Met2 routing:
(3 px per um) Cells faint in the background.
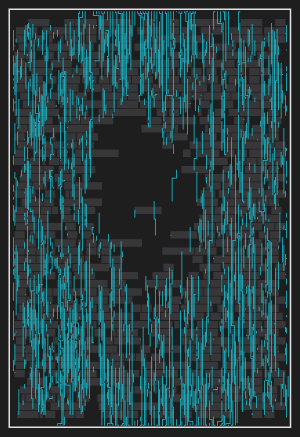
Wires at chosen ports, followed through buffers:
(3 px per um)
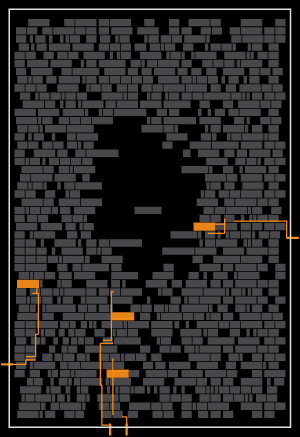
Design id_ex_reg, sky130hd; sources not shown.
==> impl_metrics.json <==
{
  "slowest_delay_ns": 0.87,
  "area_growth_pct": 67.6,
  "finalClockPeriodUsage_pct": 76.1,
  "cts.sinks": 143,
  "min_path_cells": 2,
  "rows": 49,
  "buffers": 279,
  "logic_gate_count": 326,
  "cts_tree": "done",
  "yosys_warnings": 0,
  "crit_fanout": 9,
  "dr.pass1.iters": 4,
  "endpoint_kind": "output pin",
  "initial_core_util_pct": 43.4,
  "fin_nets": 903,
  "antenna_found_initial": 0,
  "syn-num-nets": 635,
  "inverters_excl_clock": 2,
  "p_total_w": 0.00457,
  "yosys.area_share.xor_xnor_pct": 1.67,
  "num-clock-buffers": 18,
  "final_area_mm2": 0.00879,
  "hp-class": "reg2reg",
  "setup_tns_ns": 0,
  "hold_slack_ns": 0.491,
  "cts_max_level": 4,
  "syn_avg_cell_area_um2": 10.5,
  "cp_slowest_cell": "clkdlybuf4s50_1",
  "chipArea_mm2": 0.0129,
  "routedWlPerCell_um": 16.1,
  "die_h_um": 139,
  "cts_buffer_depth": 2,
  "ff2ff_path_depth": 6,
  "top_area_cell": "dfxtp_1",
  "comb_share_pct": 25.6,
  "synthTopLogicFamily": "multiplexers",
  "ys_cells": 501,
  "yosysSeqAreaShare_pct": 54.6,
  "drt_iter0_markers": 78,
  "root_buffer": "clkbuf_16",
  "largest_class": "registers",
  "gr-usage-met1_pct": 21.1,
  "grt_max_degree": 75,
  "pwr_density_cell_mw_per_mm2": 520,
  "p_leak_nw": 3.58,
  "lay_top_count": "clkdlybuf4s50_1",
  "worst_pin_slew_ns": 0.660,
  "dp.cells": 903,
  "grt_pass1_vias": 4788,
  "ctsHoldBuffers": 0,
  "grt.met3_usage_pct": 8.61,
  "coreArea_mm2": 0.0121,
  "grt_usage_pct": 23.1,
  "routed_via_density": 4.96,
  "post-route-worst-setup-slack_ns": 0.764,
  "hold_viol_final": 0,
  "place_area_mm2": 0.00814,
  "cts_setup_buffers": 0,
  "fmax_mhz": 411,
  "ant_nets": 0,
  "worstSetupStartpointType": "flop",
  "path_cells": "clkdlybuf4s50_1",
  "most-common-layout-cells": "clkdlybuf4s50_1 (274), dfxtp_1 (143), nor2_1 (140)",
  "worst_ep_required_time_ns": 2.56,
  "synth_top_area_share_pct": 54.6,
  "ys_area_mm2": 0.00525,
  "mux_area_share_pct": 24.8,
  "clock_skew_ns": 0.00844,
  "fillCellCount": 848,
  "grt_setup_unrepaired": "no",
  "topCellsByArea": "dfxtp_1 (55%), mux2i_1 (25%), nor2_1 (10%), buf_2 (1.2%), clkbuf_1 (1.1%)",
  "drive_above_1_share_pct": 5.26,
  "maxSlewViolCount": 0,
  "grt_overflow": 0,
  "cts.repair.resized": 0,
  "num_antenna_cells": 0,
  "yosysUniqueCellTypes": 30,
  "drc": 0,
  "arrival_ns": 1.80,
  "worst_skew_pair.late_latency_ns": 0.41,
  "area_share_nonclk_buffers_pct": 32.1,
  "dieWidth_um": 93.2,
  "grt_pass1_wl_um": 23100,
  "ys.flops": 143,
  "hpwlAfterDp_um": 11200,
  "instances_no_fill": 932,
  "synthAdderAreaFrac_pct": 0.239,
  "crit_cells": 1,
  "nFlopsAndLatches": 143,
  "min_period_ns": 2.44,
  "gp_congestion": 0.912,
  "simple_gate_share_pct": 14.8,
  "worst-path-buf-inv": 1,
  "synthCells": 501,
  "seq_share_pct": 32.6,
  "status": "finished, final reports clean",
  "pre_cts_ws_ns": 0.761,
  "area.combinational_mm2": 0.00225,
  "grt-busiest-layer": "met2",
  "path_clk_slew_ns": 0.06,
  "peakVddDrop_v": 0.000386,
  "clockNetworkAreaShare_pct": 7.44,
  "syn-cell-area_mm2": 0.00525,
  "rrSetupSlack_ns": 1.46,
  "setup_viol": 0,
  "seqCellArea_mm2": 0.00286,
  "relSlewSlack_pct": 56.0,
  "cap_violations": 0,
  "warning_count": 26,
  "post-route-util_pct": 72.8,
  "cts_buffers": 17,
  "aoi_share_pct": 1.31,
  "well_tap_count": 153,
  "cp_top_family": "buffers and inverters",
  "setup.worst_path.class": "reg2out"
}
## Picture notes: 'met2 routing'
nets with wire on the layer	823
main direction	vertical
met2 usage: 44.1%
via count: 4,624
Routed Wire Length: 15,000 um

## Picture notes: 'wires at chosen ports, followed through buffers'
colour	port	bits	direction	end cells	buffers	wire
orange	`ra1_e`	4	output	4	4	166 um
io pins: 276
port bufs: 275

[cells in the mapped netlist, drive strengths merged]
master  number
dfxtp      143
nor2       140
mux2i      130
buf         15
clkbuf      15
nand2        9
nand4        7
and3         5
and4         5
xnor2        5
xor2         5
and2         3
inv          2
nand2b       2
nand3        2
nor3         2
o211a        2
a21oi        1
a41oi        1
ha           1
nand3b       1
nor2b        1
nor3b        1
nor4b        1
o2111a       1
o21ai        1
[layer usage]
metal,up-vias,wire length [um]
met2,227,8020
met3,32,1310
met5,-,0
li1,2214,-
met4,0,420
met1,2151,5290
[report_power, final]
group | internal [W] | switching (W) | leakage, nW
Combinational | 0.000282 | 0.000268 | 2.11
Sequential | 0.00182 | 0.0000235 | 1.16
Clock | 0.00147 | 0.000717 | 0.318
Total | 0.00357 | 0.00101 | 3.58
Power figures rest on the tool's default switching activity, not on a simulated workload.
